File: src/rtl/riscv_pkg.sv
// riscv_pkg: definitions shared by the RV32 pipeline stages.
//   XLEN           architectural register / address width
//   NOP            canonical bubble instruction (addi x0, x0, 0)
//   fetch_state_e  instruction-fetch FSM states
//   align_pc       forces a fetch address onto a 32-bit word boundary
//   next_pc        sequential successor of a word-aligned PC (wraps mod 2^32)
package riscv_pkg;

    localparam int unsigned XLEN = 32;

    localparam logic [XLEN-1:0] NOP = 32'h0000_0013;

    typedef enum logic [1:0] {
        StIdle,
        StIssue,
        StWait,
        StDrain
    } fetch_state_e;

    function automatic logic [XLEN-1:0] align_pc(input logic [XLEN-1:0] pc);
        return pc & {{(XLEN - 2){1'b1}}, 2'b00};
    endfunction

    function automatic logic [XLEN-1:0] next_pc(input logic [XLEN-1:0] pc);
        return pc + 32'd4;
    endfunction

endpackage

File: src/rtl/fetch_skid.sv
// fetch_skid: one-entry {instr, pc} buffer that parks a fetch response while
// the IF/ID register is held by a decode stall.
//   clk_i, rst_i     clock, asynchronous active-high reset
//   load_i           capture instr_i/pc_i (entry becomes valid)
//   drain_i          entry consumed this cycle (load_i in the same cycle wins)
//   clear_i          discard the entry (flush); overrides load_i and drain_i
//   instr_i, pc_i    incoming response and its fetch address
//   valid_o          entry holds an instruction
//   instr_o, pc_o    buffered instruction and its PC
module fetch_skid
    import riscv_pkg::*;
(
    input  logic            clk_i,
    input  logic            rst_i,
    input  logic            load_i,
    input  logic            drain_i,
    input  logic            clear_i,
    input  logic [XLEN-1:0] instr_i,
    input  logic [XLEN-1:0] pc_i,
    output logic            valid_o,
    output logic [XLEN-1:0] instr_o,
    output logic [XLEN-1:0] pc_o
);

    logic            valid_q, valid_d;
    logic [XLEN-1:0] instr_q, instr_d;
    logic [XLEN-1:0] pc_q, pc_d;

    always_comb begin
        valid_d = valid_q;
        instr_d = instr_q;
        pc_d    = pc_q;
        if (clear_i) begin
            valid_d = 1'b0;
            instr_d = NOP;
        end else if (load_i) begin
            // Load and drain together: the old entry leaves, the new one stays.
            valid_d = 1'b1;
            instr_d = instr_i;
            pc_d    = pc_i;
        end else if (drain_i) begin
            valid_d = 1'b0;
        end
    end

    always_ff @(posedge clk_i or posedge rst_i) begin
        if (rst_i) begin
            valid_q <= 1'b0;
            instr_q <= NOP;
            pc_q    <= '0;
        end else begin
            valid_q <= valid_d;
            instr_q <= instr_d;
            pc_q    <= pc_d;
        end
    end

    assign valid_o = valid_q;
    assign instr_o = instr_q;
    assign pc_o    = pc_q;

endmodule

File: src/rtl/fetch_stage.sv
// fetch_stage: RV32 instruction-fetch front end. Owns the PC, issues reads to
// instruction memory with at most one request outstanding, and drives the
// IF/ID register. A one-entry skid absorbs responses that land while decode
// stalls; a redirect flushes IF/ID and the skid and discards a wrong-path
// response still in flight.
//   RESET_PC                   first fetch address after reset (word aligned)
//   clk_i, rst_i               clock, asynchronous active-high reset
//   start_i                    leave IDLE and begin fetching
//   imem_req_o, imem_addr_o    read request and its address (the PC)
//   imem_gnt_i                 request accepted this cycle
//   imem_rvalid_i, imem_rdata_i read response (earliest the cycle after gnt)
//   stall_i                    decode cannot accept; IF/ID holds
//   redirect_i, redirect_pc_i  taken branch/jump and its target
//   instr_o, pc_o, valid_o     IF/ID register contents
module fetch_stage
    import riscv_pkg::*;
#(
    parameter logic [XLEN-1:0] RESET_PC = 32'h0000_0000
) (
    input  logic            clk_i,
    input  logic            rst_i,
    input  logic            start_i,
    output logic            imem_req_o,
    output logic [XLEN-1:0] imem_addr_o,
    input  logic            imem_gnt_i,
    input  logic            imem_rvalid_i,
    input  logic [XLEN-1:0] imem_rdata_i,
    input  logic            stall_i,
    input  logic            redirect_i,
    input  logic [XLEN-1:0] redirect_pc_i,
    output logic [XLEN-1:0] instr_o,
    output logic [XLEN-1:0] pc_o,
    output logic            valid_o
);

    fetch_state_e    state_q, state_d;
    logic [XLEN-1:0] pc_q, pc_d;
    logic [XLEN-1:0] inflight_pc_q, inflight_pc_d;

    logic            ifid_valid_q, ifid_valid_d;
    logic [XLEN-1:0] ifid_instr_q, ifid_instr_d;
    logic [XLEN-1:0] ifid_pc_q, ifid_pc_d;

    logic            skid_valid;
    logic            skid_load, skid_drain, skid_clear;
    logic [XLEN-1:0] skid_instr, skid_pc;

    logic flush;
    logic resp_valid;
    logic ifid_free;
    logic outstanding;
    logic fire;

    // A redirect before the pipeline is started has nothing to flush and does
    // not start fetching; start_i alone leaves IDLE.
    assign flush       = redirect_i && (state_q != StIdle);
    // Only a response in WAIT belongs to the current path; rvalid in DRAIN is
    // wrong-path data and rvalid in IDLE/ISSUE is spurious.
    assign resp_valid  = imem_rvalid_i && (state_q == StWait);
    assign ifid_free   = !ifid_valid_q || !stall_i;
    assign outstanding = (state_q == StWait) || (state_q == StDrain);
    assign fire        = imem_req_o && imem_gnt_i;

    assign imem_addr_o = pc_q;

    // Request generation. In WAIT the next request overlaps the arriving
    // response only when that response is sure to enter IF/ID directly;
    // otherwise it would occupy the skid and a further response could find
    // no room.
    always_comb begin
        imem_req_o = 1'b0;
        unique case (state_q)
            StIdle:  imem_req_o = 1'b0;
            StIssue: imem_req_o = !skid_valid && !redirect_i;
            StWait:  imem_req_o = imem_rvalid_i && !skid_valid && ifid_free && !redirect_i;
            StDrain: imem_req_o = 1'b0;
            default: imem_req_o = 1'b0;
        endcase
    end

    // FSM next state and PC.
    always_comb begin
        state_d       = state_q;
        pc_d          = pc_q;
        inflight_pc_d = inflight_pc_q;

        unique case (state_q)
            StIdle: begin
                if (start_i) begin
                    state_d = StIssue;
                end
            end
            StIssue: begin
                if (fire) begin
                    state_d = StWait;
                end
            end
            StWait: begin
                if (imem_rvalid_i) begin
                    state_d = fire ? StWait : StIssue;
                end
            end
            StDrain: begin
                if (imem_rvalid_i) begin
                    state_d = StIssue;
                end
            end
            default: state_d = StIdle;
        endcase

        if (fire) begin
            inflight_pc_d = pc_q;
            pc_d          = next_pc(pc_q);
        end

        if (flush) begin
            pc_d = align_pc(redirect_pc_i);
            // A response still owed by memory must be swallowed before refetch.
            state_d = (outstanding && !imem_rvalid_i) ? StDrain : StIssue;
        end
    end

    // IF/ID register and skid control. Skid contents are always older than a
    // response arriving in the same cycle, so the skid empties first.
    always_comb begin
        ifid_valid_d = ifid_valid_q;
        ifid_instr_d = ifid_instr_q;
        ifid_pc_d    = ifid_pc_q;
        skid_load    = 1'b0;
        skid_drain   = 1'b0;
        skid_clear   = 1'b0;

        if (flush) begin
            ifid_valid_d = 1'b0;
            ifid_instr_d = NOP;
            skid_clear   = 1'b1;
        end else if (ifid_free) begin
            if (skid_valid) begin
                ifid_valid_d = 1'b1;
                ifid_instr_d = skid_instr;
                ifid_pc_d    = skid_pc;
                skid_drain   = 1'b1;
                skid_load    = resp_valid;
            end else if (resp_valid) begin
                ifid_valid_d = 1'b1;
                ifid_instr_d = imem_rdata_i;
                ifid_pc_d    = inflight_pc_q;
            end else begin
                ifid_valid_d = 1'b0;
                ifid_instr_d = NOP;
            end
        end else if (resp_valid) begin
            // IF/ID held: the issue rule guarantees the skid is empty here.
            skid_load = 1'b1;
        end
    end

    always_ff @(posedge clk_i or posedge rst_i) begin
        if (rst_i) begin
            state_q       <= StIdle;
            pc_q          <= RESET_PC;
            inflight_pc_q <= '0;
            ifid_valid_q  <= 1'b0;
            ifid_instr_q  <= NOP;
            ifid_pc_q     <= '0;
        end else begin
            state_q       <= state_d;
            pc_q          <= pc_d;
            inflight_pc_q <= inflight_pc_d;
            ifid_valid_q  <= ifid_valid_d;
            ifid_instr_q  <= ifid_instr_d;
            ifid_pc_q     <= ifid_pc_d;
        end
    end

    fetch_skid u_skid (
        .clk_i   (clk_i),
        .rst_i   (rst_i),
        .load_i  (skid_load),
        .drain_i (skid_drain),
        .clear_i (skid_clear),
        .instr_i (imem_rdata_i),
        .pc_i    (inflight_pc_q),
        .valid_o (skid_valid),
        .instr_o (skid_instr),
        .pc_o    (skid_pc)
    );

    assign instr_o = ifid_instr_q;
    assign pc_o    = ifid_pc_q;
    assign valid_o = ifid_valid_q;

endmodule

File: config.mk
export PLATFORM = sky130hd
export DESIGN_NAME = fetch_stage
export DESIGN_NICKNAME = d
export VERILOG_FILES = /design/src/rtl/riscv_pkg.sv /design/src/rtl/fetch_skid.sv /design/src/rtl/fetch_stage.sv
export SDC_FILE = /design/constraint.sdc
export NUM_CORES = 1
export LEC_CHECK = 0
export ABC_AREA = 0
export CORE_ASPECT_RATIO = 1.75
export CORE_UTILIZATION = 42
export CTS_CLUSTER_SIZE = 24
export DETAILED_ROUTE_END_ITERATION = 6
export PLACE_DENSITY_LB_ADDON = 0.1
export SKIP_CTS_REPAIR_TIMING = 1
export SLEW_MARGIN = 10
export SYNTH_ARGS = -nofsm -noshare
export SYNTH_HDL_FRONTEND = slang
export SYNTH_SLANG_ARGS = --single-unit
File: constraint.sdc
create_clock -name clk_i -period 5.9 [get_ports clk_i]
set_input_delay 1.18 -clock clk_i [delete_from_list [all_inputs] [get_ports clk_i]]
set_output_delay 1.18 -clock clk_i [all_outputs]
set_load 0.05 [all_outputs]
==> flow_results.org <==
#+TITLE: Flow metrics

** Layout
- The finished cells cover 10900 um^2.
- Non-clock buffer share :: 0.156
- # nets final :: 1050
- Area taken by multi-input logic gates :: 3560 um^2
- Syn-to-layout area delta :: 28.1%
- The layout report gives the multi-input gate share of total cell area as 0.326.
- Fraction of layout cells with a size suffix above 1 :: 0.0821
- Once layout is complete, the utilization of the core stands at 0.551.
- Combined flip-flop and latch cell area :: 4720 um^2
- The number of antenna diodes in the final layout is 0.
- Per the layout report, the design carries 17 clock buffers.
- The final layout report lists a filler cell count of 1846.
- By instance count after routing, the leading logic cell type is sky130_fd_sc_hd__nand2_1.
- Of the total standard cell area in the layout, the sequential portion is 0.432.
- Per the final report, the share of cell area in clock cells is 0.0552.
- Ranked by total area, the top cell class in this layout is sequential cells.
- Tally of non-filler cells in the final layout :: 1232
- Number of logic gates :: 588
- Most used cells in the layout excluding fill and tap cells :: 245 x sky130_fd_sc_hd__nand2_1, 181 x sky130_fd_sc_hd__dfrtp_1, 162 x sky130_fd_sc_hd__clkdlybuf4s50_1
- Non-clock buffer count in the final layout :: 171

** Worst setup path
- Critical-path cell with the highest stage delay :: sky130_fd_sc_hd__clkdlybuf4s50_1
- Number of gates on the worst path with buffers counted :: 4
- According to the timing report, the critical path is captured at imem_req_o.
- Top Family by Delay on Critical Path :: buffers and inverters
- According to the timing report, the data required time at the worst endpoint equals 4.72 ns.
- CP Data Arrival Time :: 2.97 ns
- Critical Path, Cell by Cell :: clkdlybuf4s50_1, a21bo_2, a21oi_1, clkdlybuf4s50_1
- STA classifies the critical path startpoint as an input port.
- Reg2Reg Depth :: 7
- The critical path contains buffers and inverters numbering 2 combined.
- Kind of end point of the critical path :: output pin
- The worst setup path is of the in2out kind.
- Startpoint of the worst setup timing path :: imem_rvalid_i
- Worst setup slack for register-to-register paths :: 3.30 ns
- STA lists the startpoint of the worst register-to-register path as state_q[0].
- The timing report gives the biggest stage delay along the critical path as 0.83 ns.

** Synthesis
- In this run, the synthesized area fraction spent on xor and xnor cells is recorded as 0.0195.
- Average cell area after synthesis :: 10.2 um^2
- In the Yosys stats the netlist draws on 60 distinct library cells.
- The area recorded from the Yosys report for this design is 8520 um^2.
- Area fraction in and, or, nand and nor cells :: 0.171
- Predominant post-synthesis flop cell :: sky130_fd_sc_hd__dfrtp_1
- In this run, synthesis inferred 0 flip-flops with an integrated enable.
- Synth logic family :: simple AND/OR/NAND/NOR gates
- Area share of fa/ha/maj cells after synthesis :: 0.00734
- Among all cell types in the netlist, the one instantiated most often is sky130_fd_sc_hd__nand2_1.
- Cell count listed in synth_stat.txt :: 834
- Of the post-synthesis cell area, the part taken by muxes is 0.116.
- Warnings from Yosys :: 0
- Post-synthesis cell type with the largest combined area :: sky130_fd_sc_hd__dfrtp_1
- Largest cells by area :: sky130_fd_sc_hd__dfrtp_1 53%, sky130_fd_sc_hd__nand2_1 11%, sky130_fd_sc_hd__mux2i_1 7.3%
- Cell types with the highest counts after synthesis :: 245 x sky130_fd_sc_hd__nand2_1, 182 x sky130_fd_sc_hd__dfrtp_1, 67 x sky130_fd_sc_hd__o21ai_1, 62 x sky130_fd_sc_hd__mux2i_1, 34 x sky130_fd_sc_hd__a21oi_1
- Of the synthesized area, sequential elements account for 0.553.
- Of the post-synthesis cell area, the dominant cell type holds 0.534.

** Placed design
- Placed cells :: 1200
- After its last routability iteration, the placer logged a weighted congestion of 0.834.
- IO buf count :: 162
- Summed over all nets, the half-perimeter wirelength after detailed placement is 12.9 mm.
- Placement Setup Slack :: 1.76 ns
- The post-placement cell area is 10300 um^2.

** Die
- Row cnt :: 68
- Width of the chip :: 110 um
- Initial Utilization :: 0.430
- I/O pin count :: 169
- Per the OpenROAD floorplan log, the area of the core is 19800 um^2.
- Vertical extent of the die :: 190 um

** STA
- The flow reports an fmax of 241 MHz.
- Final hold slack :: 0.481 ns
- Final Setup Violations :: 0
- Final Max Slew Viols :: 0
- Counting I/O delays and the setup requirement, the final critical path takes 4.15 ns.
- Slew at the pin with the worst max-slew slack :: 1.08 ns
- In the post-route analysis, the smallest setup slack over all paths is 1.75 ns.
- Post-route period utilization is reported as 0.703.
- The final layout reports a setup TNS of 0 ns.
- Per the slew report, the remaining headroom to the max-slew limit stands at 0.278.
- Setup repair after global routing left no endpoint under its margin.

** Route
- After the first detailed-routing iteration, the DRC count stood at 388.
- Avg Vias per Cell :: 5.07
- Signal nets in the final route climb as high as met4.
- Per the detail_route report, routed wire per instance is 16.2 um.
- The iteration count recorded for the first detailed-route pass is 4.
- Number of routed nets with antenna violations :: 0
- After detailed routing, the number of remaining DRC violations is 0.
- Met1 routed wirelength after detailed routing :: 8.79 mm
- Per the detail_route log, met3 wirelength is 835 um.
- Wire segments on met2 add up to 10.0 mm in the final route.

** Clock network
- Worst-case clock buffer depth :: 2
- Clock tree synthesis selected as its root buffer the cell sky130_fd_sc_hd__clkbuf_16.
- H-Tree Depth :: 4
- CTS clk-pin slew, worst paths :: 0.07 ns
- Number of clock sinks :: 188
- TritonCTS built the clock tree.

** Run status
- The flow ran to the end, and the final reports show no timing, DRC or antenna violations.

** Pwr
- Dividing total power by cell area gives a power density of 408 nW/um^2.
- Total power :: 0.00446 W
- Internal Pwr Total :: 0.00269 W
- Max IR drop VDD :: 0.251 mV
- Total combinational power :: 0.00150 W
- The leakage power in the latest report is 4.70 nW.
- The share of total power dissipated in sequential elements is 0.400.
- Group drawing the most power :: sequential cells
- Switching Power :: 0.00176 W
- Switching portion of total power :: 0.395
- Proportion of power drawn by combinational gates :: 0.336
- Seq group :: 0.00178 W

** GRT
- Met3 track demand over resource in global routing :: 0.0359
- Largest net degree at the start of global routing :: 189
- Gr ovfl total :: 0
- Antenna violations before repair :: 0
- Overall routing resource usage recorded by global route was 0.203.
- For this run, global-route usage on met1 was measured as 0.258.

** Job
- Warnings raised by the tools during the run amount to 33.

** Hold path
- Hold Crit Depth :: 2
- Hold Path Sink :: instr_o[27]
- Worst min-delay path category :: reg2reg
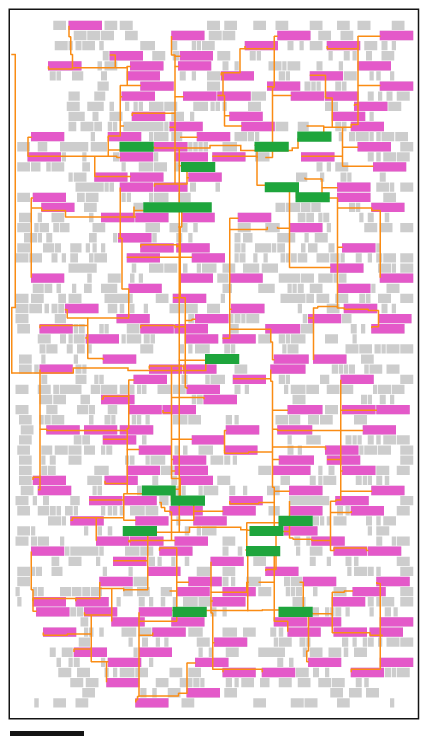
clock_map.png
Bar = 20 um.
legend:
  clock wires:
    color: orange
    length: 2340 um
  cells driving clock nets:
    color: green
    count: 17
  flip-flops:
    color: magenta
    count: 188
flops lie: all over the die
routed clock nets: 18
clock network fraction of design power: 0.264
Worst Clk Skew: 0.00777 ns
clk_lat worst skew: 0.43 ns
Clk power: 0.00118 W

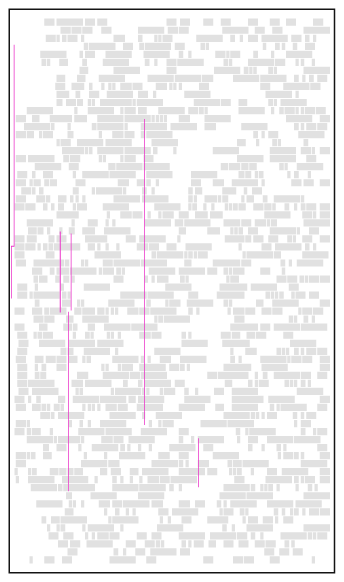
met4.png
share of all routed wire: 1.6%
main direction: vertical
wire length on this layer: 320 um
nets with wire on the layer: 4
longest straight run: 103 um
vias after detailed routing: 6247
total length of routed wires: 19.9 mm

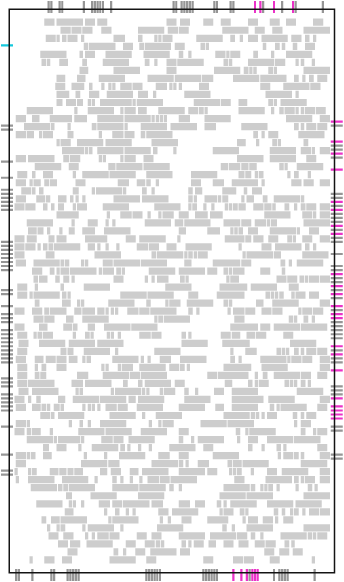
pins.png
Pins as bars across the die edge, other pins in gray.
legend:
  clk_i:
    color: cyan
    pins: 1
    direction: input
    edge: left
  imem_rdata_i:
    color: magenta
    pins: 32
    direction: input
    edge: 22 right, 6 bottom, 4 top

No activity file was given, so power comes from the tool's default toggle rates.
